File: config.mk
export PLATFORM = sky130hd
export DESIGN_NAME = keypad_fifo_ctrl
export DESIGN_NICKNAME = d
export VERILOG_FILES = /design/src/rtl/keypad_fifo_ctrl.sv
export SDC_FILE = /design/constraint.sdc
export NUM_CORES = 1
export LEC_CHECK = 0
export CORE_ASPECT_RATIO = 0.75
export CORE_UTILIZATION = 35
export DETAILED_ROUTE_END_ITERATION = 6
export GPL_ROUTABILITY_DRIVEN = 0
export HOLD_SLACK_MARGIN = 0.05
export PLACE_DENSITY = 0.58
export RECOVER_POWER = 100
export SLEW_MARGIN = 20
export SYNTH_ARGS = -nofsm -noshare
export SYNTH_HDL_FRONTEND = slang
export SYNTH_SLANG_ARGS = --single-unit
File: constraint.sdc
create_clock -name CLK -period 6.1 [get_ports CLK]
set_input_delay 1.22 -clock CLK [delete_from_list [all_inputs] [get_ports CLK]]
set_output_delay 1.22 -clock CLK [all_outputs]
set_load 0.01 [all_outputs]
File: src/rtl/keypad_fifo_ctrl.sv
`default_nettype none
// ============================================================================
//  Module   : keypad_fifo_ctrl
//  Purpose  : Autonomous keypad handshake sequencer with a small key-code
//             FIFO exposed to the CPU as a status and a data register.
//  Revision : 1.0 - initial release
// ============================================================================
module keypad_fifo_ctrl #(
    parameter int          DEPTH    = 8,
    parameter logic [15:0] CHK_ADDR = 16'h03F0,
    parameter logic [15:0] DAT_ADDR = 16'h03F1
) (
    input  logic        CLK,
    input  logic        rst,
    input  logic [15:0] kp_keyout,
    output logic        kp_statusordata,
    output logic        kp_ack,
    input  logic [15:0] cpu_address,
    input  logic        cpu_rd,
    output logic        cpu_hit,
    output logic [15:0] cpu_rd_data
);

    localparam int            AW       = $clog2(DEPTH);
    localparam logic [AW:0]   FULL_CNT = (AW + 1)'(DEPTH);
    localparam logic [AW:0]   CNT_ONE  = (AW + 1)'(1);
    localparam logic [AW-1:0] PTR_ONE  = AW'(1);

    typedef enum logic [1:0] {
        S_POLL  = 2'd0,
        S_FETCH = 2'd1,
        S_ACK   = 2'd2,
        S_GAP   = 2'd3
    } state_t;

    state_t          state_q, state_d;
    logic [3:0]      mem_q [DEPTH];
    logic [AW-1:0]   wr_ptr_q, wr_ptr_d;
    logic [AW-1:0]   rd_ptr_q, rd_ptr_d;
    logic [AW:0]     count_q,  count_d;

    logic            w_full;
    logic            w_empty;
    logic            w_push;
    logic            w_pop;
    logic [4:0]      w_cnt5;
    logic            w_unused_bits;

    // Full/empty come from the registered count, so a pop in a POLL cycle
    // only unblocks the keypad on the following cycle.
    assign w_full  = (count_q == FULL_CNT);
    assign w_empty = (count_q == '0);
    assign w_cnt5  = 5'(count_q);

    // A reset in the FETCH cycle must not capture the key.
    assign w_push  = (state_q == S_FETCH) && !rst;
    assign w_pop   = cpu_rd && (cpu_address == DAT_ADDR) && !w_empty;

    // Upper keypad bits and the top count bit are intentionally ignored.
    assign w_unused_bits = ^{kp_keyout[15:4], w_cnt5[4]};

    // Keypad handshake state register.
    always_ff @(posedge CLK) begin
        if (rst) begin
            state_q <= S_POLL;
        end else begin
            state_q <= state_d;
        end
    end

    // Handshake next state and keypad-side outputs.
    always_comb begin
        state_d         = state_q;
        kp_statusordata = 1'b1;
        kp_ack          = 1'b0;
        case (state_q)
            S_POLL: begin
                if (kp_keyout[0] && !w_full) begin
                    state_d = S_FETCH;
                end
            end
            S_FETCH: begin
                kp_statusordata = 1'b0;
                state_d         = S_ACK;
            end
            S_ACK: begin
                kp_statusordata = 1'b0;
                // Suppressed under reset so the keypad keeps its key.
                kp_ack          = !rst;
                state_d         = S_GAP;
            end
            S_GAP: begin
                state_d = S_POLL;
            end
            default: begin
                state_d = S_POLL;
            end
        endcase
    end

    // FIFO pointer and occupancy next-state.
    always_comb begin
        wr_ptr_d = wr_ptr_q;
        rd_ptr_d = rd_ptr_q;
        count_d  = count_q;
        if (w_push) begin
            wr_ptr_d = wr_ptr_q + PTR_ONE;
        end
        if (w_pop) begin
            rd_ptr_d = rd_ptr_q + PTR_ONE;
        end
        case ({w_push, w_pop})
            2'b10:   count_d = count_q + CNT_ONE;
            2'b01:   count_d = count_q - CNT_ONE;
            default: count_d = count_q;
        endcase
    end

    // FIFO pointer and occupancy registers.
    always_ff @(posedge CLK) begin
        if (rst) begin
            wr_ptr_q <= '0;
            rd_ptr_q <= '0;
            count_q  <= '0;
        end else begin
            wr_ptr_q <= wr_ptr_d;
            rd_ptr_q <= rd_ptr_d;
            count_q  <= count_d;
        end
    end

    // Key-code storage; contents need no reset.
    always_ff @(posedge CLK) begin
        if (w_push) begin
            mem_q[wr_ptr_q] <= kp_keyout[3:0];
        end
    end

    // CPU register decode and read data, no added latency.
    always_comb begin
        cpu_hit     = 1'b0;
        cpu_rd_data = 16'h0000;
        if (cpu_address == CHK_ADDR) begin
            cpu_hit     = 1'b1;
            cpu_rd_data = {8'h00, w_cnt5[3:0], 2'b00, w_full, ~w_empty};
        end else if (cpu_address == DAT_ADDR) begin
            cpu_hit = 1'b1;
            if (!w_empty) begin
                cpu_rd_data = {12'h000, mem_q[rd_ptr_q]};
            end
        end
    end

endmodule
`default_nettype wire

==> images/layers.png <==
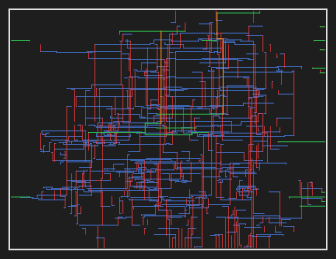
Key: M3 = green [wire length 165 um]; M2 = red [wire length 1,660 um]; M1 = blue [wire length 1,990 um]; M4 = orange [wire length 59.0 um]

==> images/m3.png <==
Bar = 20 um.
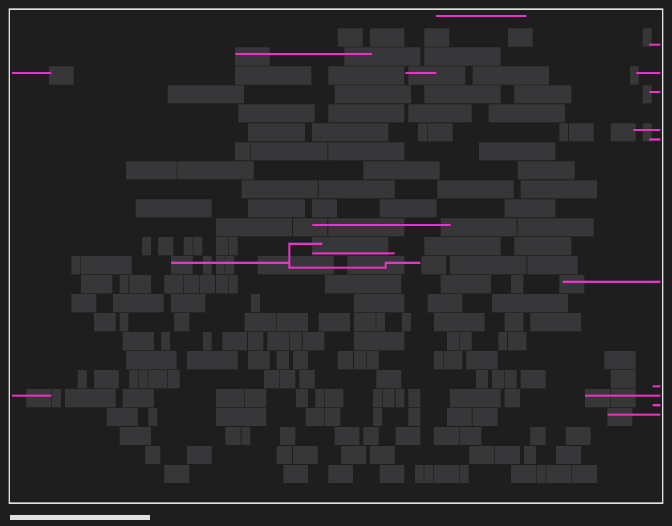
The longest straight run is 19.6 um. The wires run mostly horizontal. The layer holds 4.3% of the routed length. The layer carries 165 um of wire.

==> images/m2.png <==
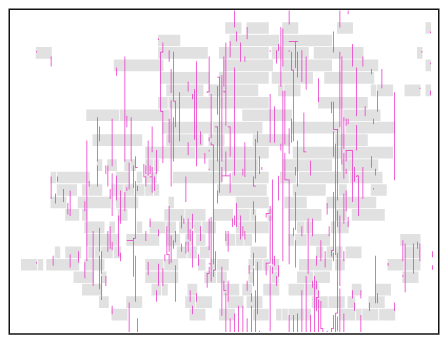
The wires run mostly vertical. The layer holds 43% of the routed length.

==> impl_metrics.toml <==
# flow metrics
[yosys]
edf_count = 32
synthTopCellsByArea = "edfxtp_1 (44%), dfxtp_1 (14%), mux4_2 (8.2%)"
flop_cell = "edfxtp_1"
avgSynthCellArea_sq_um = 13.0
synthArstFlopShare_pct = 0
yosys_warnings = 0
ys_cells = 169
yosys-stat-area_sq_um = 2190
most_common_cell = "edfxtp_1"
synth_seq_share_pct = 57.5
netlist_area_sq_um = 2190
ys_types = 36
top_cell_area_share_pct = 43.8

[floorplanning]
core_area_sq_um = 5920
die_area_sq_um = 6590
rows = 24
die_h_um = 70.6

[pwr]
intPower_mw = 0.532
switching_share_pct = 26.4
pwr-share-comb_pct = 17.6
switching_power_mw = 0.191
ir_drop_uv = 162
clockPowerShare_pct = 30.0

[cts]
clockRootBuffer = "clkbuf_8"
cts_hold_buf = 0
ctsResizeCount = 0
path_clk_slew_ns = 0.09
clk_latency_ns = 0.31
cts_made_buffers = 5
clockBufferDepth = 2
h-tree-depth = 2

[outcome]
status = "finished, final reports clean"

[global_routing]
grt_pass1_vias = 1249
grt_pass1_wl_mm = 6.32
grt_max_degree = 18

[placement]
place_ws_ns = 1.63
port_buffers = 33
dp_hpwl_mm = 2.85

[route]
drt.antenna.violating_nets = 0
drt_drc_violations_left = 0
routed_wl_mm = 3.88
vias = 1321
drt_iter0_markers = 59

[cells_and_area]
n_antenna_cell = 0
fin_nets = 247
design_area_sq_um = 2660
logic_area_sq_um = 838

[sta]
hold_ws_ns = 0.495
setup_viol = 0
finalSetupTns_ns = 0

[job]
warnings = 42
maxCapViolations = 0

[worst_setup_path]
criticalPathCategory = "input pin to output port"

[worst_hold_path]
min_path_type = "flip-flop to flip-flop"
==> images/clock_wires.png <==
Bar = 20 um.
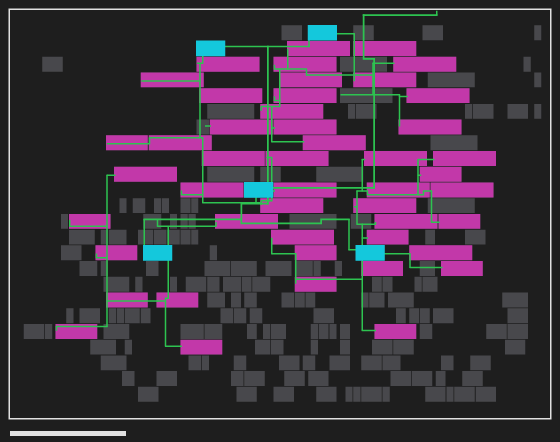
Key: clock-net drivers = cyan [count 5]; flip-flops = magenta [count 47]; clock wires = green [length 546 um]
There are 6 routed clock nets.

==> images/congestion_map.png <==
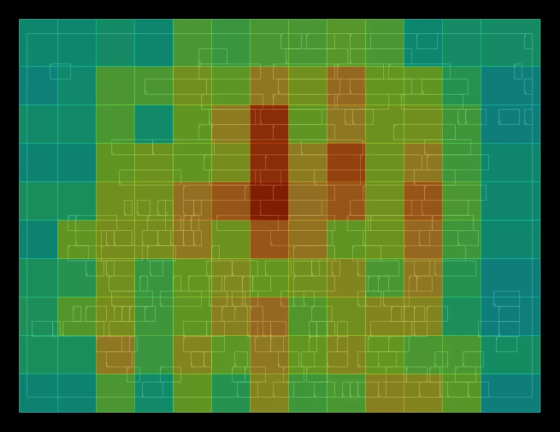
Total Routing Usage GR: 13.1%
met1 Usage GRT: 19.3%
wire per inst: 13.7 um
met2 Track Usage GR: 18.0%

## critical path: stages
cell,delay (ns)
dlygate4sd3_1,0.54
nor4b_1,0.32
nand4_1,0.34
inv_1,0.18
nand3_1,0.16
nor2_1,0.15
dlygate4sd3_1,0.61
## per-stage QoR
step	instances	power, mW	utilization (%)
final	282	0.722	45.0
after global routing	282	0.761	45.0
after CTS	282	0.734	45.2
after detailed placement	274	0.519	43.4
after global placement	274	0.517	43.4
after floorplan	176	0.472	-
## metal layers
| metal | global-route usage (%) | share of wire, % | wire length [um] |
|---|---|---|---|
| met4 | 4.62 | 1.5 | 58 |
| met5 | 0 | 0 | 0 |
| met3 | 4.41 | 4.3 | 165 |
| met1 | 19.3 | 51 | 1990 |
| met2 | 18.0 | 43 | 1660 |
## state kept, by name (all words and copies together) (netlist names), named ones only
name,count
state_q,2
rd_ptr_q,3
wr_ptr_q,3
mem_q,32
count_q,4
## cell usage in the layout, fill, tap and decap left out, drive strengths merged, types with 2 or more instances in the layout
cell	synthesis	routed
edfxtp	32	32
mux4	8	8
nand3	2	2
nor3	4	4
nand2	3	3
ha	9	9
or4	2	2
mux2i	7	7
dlygate4sd3	0	17
xor2	4	4
conb	1	8
and2	4	4
inv	7	9
nor4b	2	2
o21ai	4	4
nor2b	5	5
clkdlybuf4s50	0	16
dfxtp	15	15
or3	4	4
a211oi	2	2
nand2b	3	3
nor2	20	20
a21oi	8	8
clkbuf	2	6
## power groups by stage
stage	clock, mW	sequential, mW	combinational (mW)
floorplan	0	0.381	0.0915
global placement	0	0.386	0.132
detailed placement	0	0.386	0.132
CTS	0.221	0.379	0.133
global route	0.234	0.382	0.145
finish	0.217	0.379	0.127
## worst paths after layout
kind / startpoint / endpoint / cells past startpoint / slack [ns]
setup / recovery: cpu_address[1] / cpu_rd_data[3] / 7 / 1.35
hold / removal: rd_ptr_q[2]$_SDFFE_PP0P_ / flip-flop / 2 / 0.50
setup reg to reg: count_q[0]$_SDFFE_PP0P_ / count_q[3]$_SDFFE_PP0P_ / 7 / 3.38
hold reg to reg: rd_ptr_q[2]$_SDFFE_PP0P_ / flip-flop / 2 / 0.50
## layout make-up
cell class	instances	area share, %
Clock inverter	2	0.564
Timing Repair Buffer	33	12.4
Multi-Input combinational cell	109	31.5
Clock buffer	6	3.52
Sequential cell	47	47.4
Inverter	7	0.987
Tap cell	78	3.67
## cells by family (layout without fill, tap and decap cells)
logic type / count (synthesis) / in the layout / synth area share, %
buffers and inverters: 20 / 48 / 4.96
AOI/OAI and AO/OA: 17 / 17 / 4.45
adders and majority gates: 9 / 9 / 5.13
muxes: 16 / 16 / 11.9
other: 1 / 8 / 0.171
and+or+nand+nor: 54 / 54 / 13.9
DFF: 47 / 47 / 57.5
xor gates and xnor gates: 5 / 5 / 2.00
Power and IR drop assume default switching activity.
